--- config.mk ---
export PLATFORM = sky130hd
export DESIGN_NAME = demux_1_to_16_buf
export DESIGN_NICKNAME = d
export VERILOG_FILES = /design/src/rtl/demux_1_to_16_buf_pkg.sv /design/src/rtl/demux_1_to_16_buf_lane_buf.sv /design/src/rtl/demux_1_to_16_buf.sv
export SDC_FILE = /design/constraint.sdc
export NUM_CORES = 1
export LEC_CHECK = 0
export ABC_AREA = 1
export CORE_MARGIN = 5
export CORE_UTILIZATION = 53
export CTS_CLUSTER_DIAMETER = 200
export CTS_CLUSTER_SIZE = 25
export DETAILED_ROUTE_END_ITERATION = 10
export PLACE_DENSITY = 0.86
export SLEW_MARGIN = 10
export SYNTH_ARGS = -nofsm -noshare
export SYNTH_HDL_FRONTEND = slang
export SYNTH_SLANG_ARGS = --single-unit
--- constraint.sdc ---
create_clock -name i_clk -period 6.3 [get_ports i_clk]
set_clock_uncertainty 0.05 [all_clocks]
set_input_delay 1.89 -clock i_clk [delete_from_list [all_inputs] [get_ports i_clk]]
set_output_delay 1.89 -clock i_clk [all_outputs]
set_load 0.05 [all_outputs]
--- src/rtl/demux_1_to_16_buf_pkg.sv ---
// demux_1_to_16_buf_pkg
// Shared constants for the demux / select-mux family: default word width,
// default select width and the lane-count derivation (always a power of two).
package demux_1_to_16_buf_pkg;

  localparam int DEF_BIT_WIDTH = 16;
  localparam int DEF_SEL_WIDTH = 4;

  // Number of lanes addressed by a select of the given width.
  function automatic int lane_count(input int sel_width);
    return 32'sd1 << sel_width;
  endfunction

endpackage

--- src/rtl/demux_1_to_16_buf_lane_buf.sv ---
// lane_buf
// One-entry output register for a single demux lane.
// Ports:
//   clk, rst_n : clock, asynchronous active-low reset
//   load       : capture d this cycle (sets valid)
//   ready      : consumer ready; drains the held word when valid
//   d          : word to capture
//   valid      : a word is held
//   q          : held word (keeps the last loaded word after draining)
module lane_buf #(
  parameter int BIT_WIDTH = 16
) (
  input  logic                 clk,
  input  logic                 rst_n,
  input  logic                 load,
  input  logic                 ready,
  input  logic [BIT_WIDTH-1:0] d,
  output logic                 valid,
  output logic [BIT_WIDTH-1:0] q
);

  logic                 valid_r;
  logic [BIT_WIDTH-1:0] data_r;

  // Valid flag: a load wins over a same-cycle drain, so the lane stays full.
  always_ff @(posedge clk or negedge rst_n) begin
    if (!rst_n) begin
      valid_r <= 1'b0;
    end else if (load) begin
      valid_r <= 1'b1;
    end else if (valid_r && ready) begin
      valid_r <= 1'b0;
    end else begin
      valid_r <= valid_r;
    end
  end

  // Data register: only changes on a load, otherwise holds the last word.
  always_ff @(posedge clk or negedge rst_n) begin
    if (!rst_n) begin
      data_r <= {BIT_WIDTH{1'b0}};
    end else if (load) begin
      data_r <= d;
    end else begin
      data_r <= data_r;
    end
  end

  assign valid = valid_r;
  assign q     = data_r;

endmodule

--- src/rtl/demux_1_to_16_buf.sv ---
// demux_1_to_16_buf
// Buffered 1-to-N stream demultiplexer. One word per cycle arrives on a
// valid/ready input and is steered to one of NUM_OUTPUTS lanes, each a
// one-entry register with its own valid/ready handshake. The destination is
// i_sel, or the internal round-robin pointer o_ptr when i_auto = 1.
// Optional feature macro: DEMUX_BROADCAST_EN (i_bcast = 1 loads every lane).
// Ports:
//   i_clk, i_rst_n : clock, asynchronous active-low reset
//   i_valid/o_ready: input handshake, i_A input word
//   i_sel, i_auto  : explicit destination / use round-robin pointer
//   i_bcast        : broadcast request (ignored without DEMUX_BROADCAST_EN)
//   o_valid/i_ready: per-lane output handshake
//   o_B            : lane k data at [(k+1)*BIT_WIDTH-1 : k*BIT_WIDTH]
//   o_ptr          : current round-robin pointer
module demux_1_to_16_buf
  import demux_1_to_16_buf_pkg::*;
#(
  parameter int BIT_WIDTH   = DEF_BIT_WIDTH,
  parameter int SEL_WIDTH   = DEF_SEL_WIDTH,
  parameter int NUM_OUTPUTS = lane_count(SEL_WIDTH)
) (
  input  logic                             i_clk,
  input  logic                             i_rst_n,
  input  logic                             i_valid,
  output logic                             o_ready,
  input  logic [BIT_WIDTH-1:0]             i_A,
  input  logic [SEL_WIDTH-1:0]             i_sel,
  input  logic                             i_auto,
  input  logic                             i_bcast,
  output logic [NUM_OUTPUTS-1:0]           o_valid,
  input  logic [NUM_OUTPUTS-1:0]           i_ready,
  output logic [BIT_WIDTH*NUM_OUTPUTS-1:0] o_B,
  output logic [SEL_WIDTH-1:0]             o_ptr
);

  logic [SEL_WIDTH-1:0]   ptr_r;
  logic [SEL_WIDTH-1:0]   dest_s;
  logic [NUM_OUTPUTS-1:0] lane_free_s;
  logic [NUM_OUTPUTS-1:0] dest_onehot_s;
  logic [NUM_OUTPUTS-1:0] load_s;
  logic                   bcast_s;
  logic                   ready_s;
  logic                   accept_s;

`ifdef DEMUX_BROADCAST_EN
  assign bcast_s = i_bcast;
`else
  // Port kept for interface compatibility; masked so it has no effect.
  assign bcast_s = i_bcast & 1'b0;
`endif

  // A lane can take a word if empty or being drained this very cycle.
  assign lane_free_s = ~o_valid | i_ready;

  // Destination select and its one-hot decode.
  always_comb begin
    dest_onehot_s = {NUM_OUTPUTS{1'b0}};
    if (i_auto) begin
      dest_s = ptr_r;
    end else begin
      dest_s = i_sel;
    end
    dest_onehot_s[dest_s] = 1'b1;
  end

  // Input ready never looks at i_valid, only at the addressed lane(s).
  always_comb begin
    if (bcast_s) begin
      ready_s = &lane_free_s;
    end else begin
      ready_s = lane_free_s[dest_s];
    end
  end

  assign accept_s = i_valid & ready_s;
  assign o_ready  = ready_s;

  // Per-lane load strobes.
  always_comb begin
    if (!accept_s) begin
      load_s = {NUM_OUTPUTS{1'b0}};
    end else if (bcast_s) begin
      load_s = {NUM_OUTPUTS{1'b1}};
    end else begin
      load_s = dest_onehot_s;
    end
  end

  // Round-robin pointer: advances only on auto-addressed, non-broadcast accepts.
  always_ff @(posedge i_clk or negedge i_rst_n) begin
    if (!i_rst_n) begin
      ptr_r <= {SEL_WIDTH{1'b0}};
    end else if (accept_s && i_auto && !bcast_s) begin
      ptr_r <= ptr_r + SEL_WIDTH'(1'b1);
    end else begin
      ptr_r <= ptr_r;
    end
  end

  assign o_ptr = ptr_r;

  genvar k;
  generate
    for (k = 0; k < NUM_OUTPUTS; k++) begin : g_lane
      lane_buf #(
        .BIT_WIDTH(BIT_WIDTH)
      ) u_lane (
        .clk  (i_clk),
        .rst_n(i_rst_n),
        .load (load_s[k]),
        .ready(i_ready[k]),
        .d    (i_A),
        .valid(o_valid[k]),
        .q    (o_B[k*BIT_WIDTH +: BIT_WIDTH])
      );
    end
  endgenerate

endmodule

**Metal layers overlaid**

Drawn at 3 px/µm. Two of the layers only.
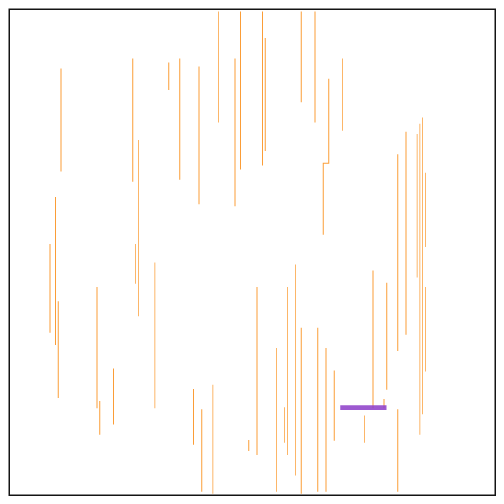
- metal 4: orange (wire length 1,900 µm)
- metal 5: purple (wire length 13.8 µm)
Vias: 11.1k
DRT Wirelength: 40,300 µm

**Met4 routing**

Drawn at 3 px/µm. Supply wires on this layer in gray.
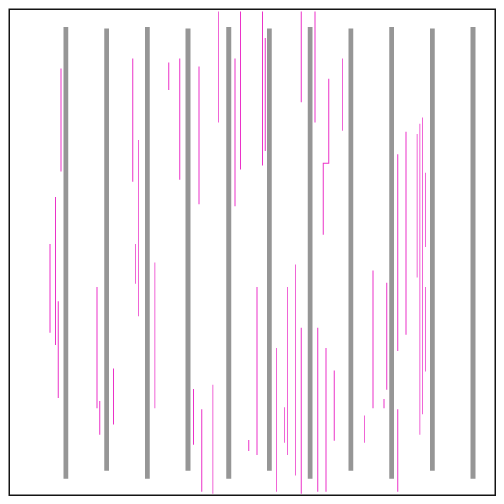
- nets with wire on the layer: 39
- share of all routed wire: 4.7%

==> flow_summary.yaml <==
# physical design summary
route:
  drtPass1Iterations: 8
  drc: 0
  drt-met1-wl_um: 15300
  antenna_left: 0
  wl_met3_um: 4240
  drtIter0Drc: 1221
  viasPerCell: 5.99
  wl_met2_um: 18900
  top_layer_used: "met5"
  wl_per_cell_um: 21.9
grt:
  grt_max_degree: 205
  grt_use_met2: 0.474
  overflow: 0
  met1_usage: 0.406
  grt_pass1_wl_um: 62500
  grt_antenna_before_repair: 1
  first_global_vias: 10600
  use_met3: 0.0811
  grt.busiest_layer: "met2"
  track_usage: 0.303
clock_network:
  cts_tree: "yes"
  clk_pin_slew_ps: 100
  clock-root-buffer: "clkbuf_16"
  cts_sinks: 276
  htreeDepth: 1
  postCtsSetupBuffers: 0
  cts_hold_buffers: 0
  cts_resized: 0
  cts_made_buffers: 15
  clockBufferDepth: 3
  clkLatencyLatePin_ps: 510
placement:
  place_inst: 1826
  dpl_cell_area_mm2: 0.0151
  place_ws_ps: 405
  gp_congestion: 0.895
  io_buffers: 316
  post-dp-hpwl_um: 25300
floorplanning:
  rows: 55
  die_area_mm2: 0.0261
  die_x_um: 161
  core_mm2: 0.0226
  ios: 318
  die_y_um: 161
  fp-utilization: 0.537
final_layout:
  mostFrequentLayoutCell: "nand2_1"
  fin_nets: 1600
  instances_no_fill: 1845
  lay_top_cells: "nand2_1 (558), clkdlybuf4s50_1 (313), dfrtp_1 (276), nand4_1 (260), inv_1 (25)"
  final_core_util: 0.684
  layout-drive-gt1-share: 0.0449
  stdcell_area_mm2: 0.0155
  area_growth_pct: 27.3
sta:
  finalSetupTns_ps: 0
  final-setup-viol-count: 0
  slew_viol_final: 0
  period_minus_slack_ps: 5710
  hold_viol: 0
  slew_headroom: 0.121
  tightest_slew_ps: 1310
  setup_ws_ps: 591
  max_freq_mhz: 175
  rsz0062_at_grt: "no"
  period_used_share: 0.906
  holdWs_ps: 425
power_and_ir_drop:
  leakage_uw: 0.00750
  power_uw: 9660
  p_per_area_mw_per_mm2: 624
  ir_worst_vdd_mv: 0.473
setup_path:
  startpoint: "i_auto"
  cp_slowest_cell: "clkdlybuf4s50_1"
  worstSetupEndpoint: "o_ready"
  crit_chain: "clkdlybuf4s50_1 -> buf_4 -> o21ai_0 -> inv_1 -> nor2_1 -> nand2_1 -> nand2_2 -> nor2_8 -> buf_12"
  rrSetupSlack_ps: 2710
  cp-start-kind: "primary input"
  rr_worst_depth: 14
  crit_fanout: 7
  end_kind: "primary output"
  worstSetupPathType: "primary input to primary output"
  worst_ep_required_time_ps: 4360
  r2r-start: "o_ptr[0]$_DFFE_PN0P_"
  cpPeakStageDelay_ps: 580
  arrival_ps: 3770
  reg2reg_to: "g_lane[8].u_lane.q[4]$_DFFE_PN0P_"
run:
  maxCapViolCount: 0
  warnings: 39
worst_hold_path:
  hold_end: "g_lane[5].u_lane.q[12]$_DFFE_PN0P_"
  hold_start: "g_lane[5].u_lane.q[12]$_DFFE_PN0P_"
  min_path_cells: 2
  worst_hold_path_type: "register to register"
logic_synthesis:
  synthCells: 1356
  ys_seq_share: 0.568
  syn_avg_cell_area_um2: 8.97
  yosys_area_mm2: 0.0122
  synthesis.area_mm2: 0.0122
  yosysWarnings: 0
  yosysUniqueCellTypes: 25
  fp_nets: 1398
  ys_cells: 1356
  synth-seq-cells: 276
run_status:
  status: "completed"
[power by group]
group          internal, µW  switching, µW  total (µW)
Clock                   446            588        1030
Combinational          1630           3960        5590
Sequential             2540            493        3030
[layout make-up]
class	count	area [µm²]
multi-input cells	909	4390
inverters	28	105
flip-flops and latches	276	6910
clock buffers	16	379
well taps	285	357
diodes	1	2.50
repair buffers	328	3310
clock inverters	2	38.8
fillers	1736	7160
[cells in the mapped netlist]
master / instances / area [µm²]
ha_1: 1 / 12.5
o21ai_1: 11 / 55.1
or2_0: 1 / 6.26
buf_12: 1 / 20.0
nor2_8: 1 / 20.0
nand3_2: 4 / 40.0
nand2_1: 558 / 2090
buf_4: 19 / 143
nand3_4: 12 / 210
nand2_4: 1 / 11.3
o21ai_4: 1 / 16.3
buf_2: 44 / 220
nor2_2: 12 / 75.1
dfrtp_1: 276 / 6910
o21ai_0: 7 / 35.0
nand2_2: 4 / 25.0
buf_1: 12 / 45.0
xor2_1: 2 / 17.5
inv_1: 25 / 93.8
inv_2: 3 / 11.3
nand4_1: 260 / 1630
buf_6: 11 / 124
nand3_1: 10 / 50.1
nor2_1: 24 / 90.1
clkbuf_1: 56 / 210
[critical path, delay by kind of cell]
family,cells,cell delay [ps]
buf+inv,4,1090
compound gates,1,360
simple gates,4,420
[kinds of logic after synthesis]
| group | Yosys count | share of synthesized area |
|---|---|---|
| DFF | 276 | 0.568 |
| xor gates and xnor gates | 2 | 0.00144 |
| and+or+nand+nor | 887 | 0.349 |
| adders and majority gates | 1 | 0.00103 |
| AOI/OAI and AO/OA | 19 | 0.00875 |
| buffers and inverters | 171 | 0.0713 |
[registers in the layout, indices dropped and copies added, names as in the netlist]
register / flops
g_lane.u_lane.q: 256
g_lane.u_lane.valid: 16
o_ptr: 4
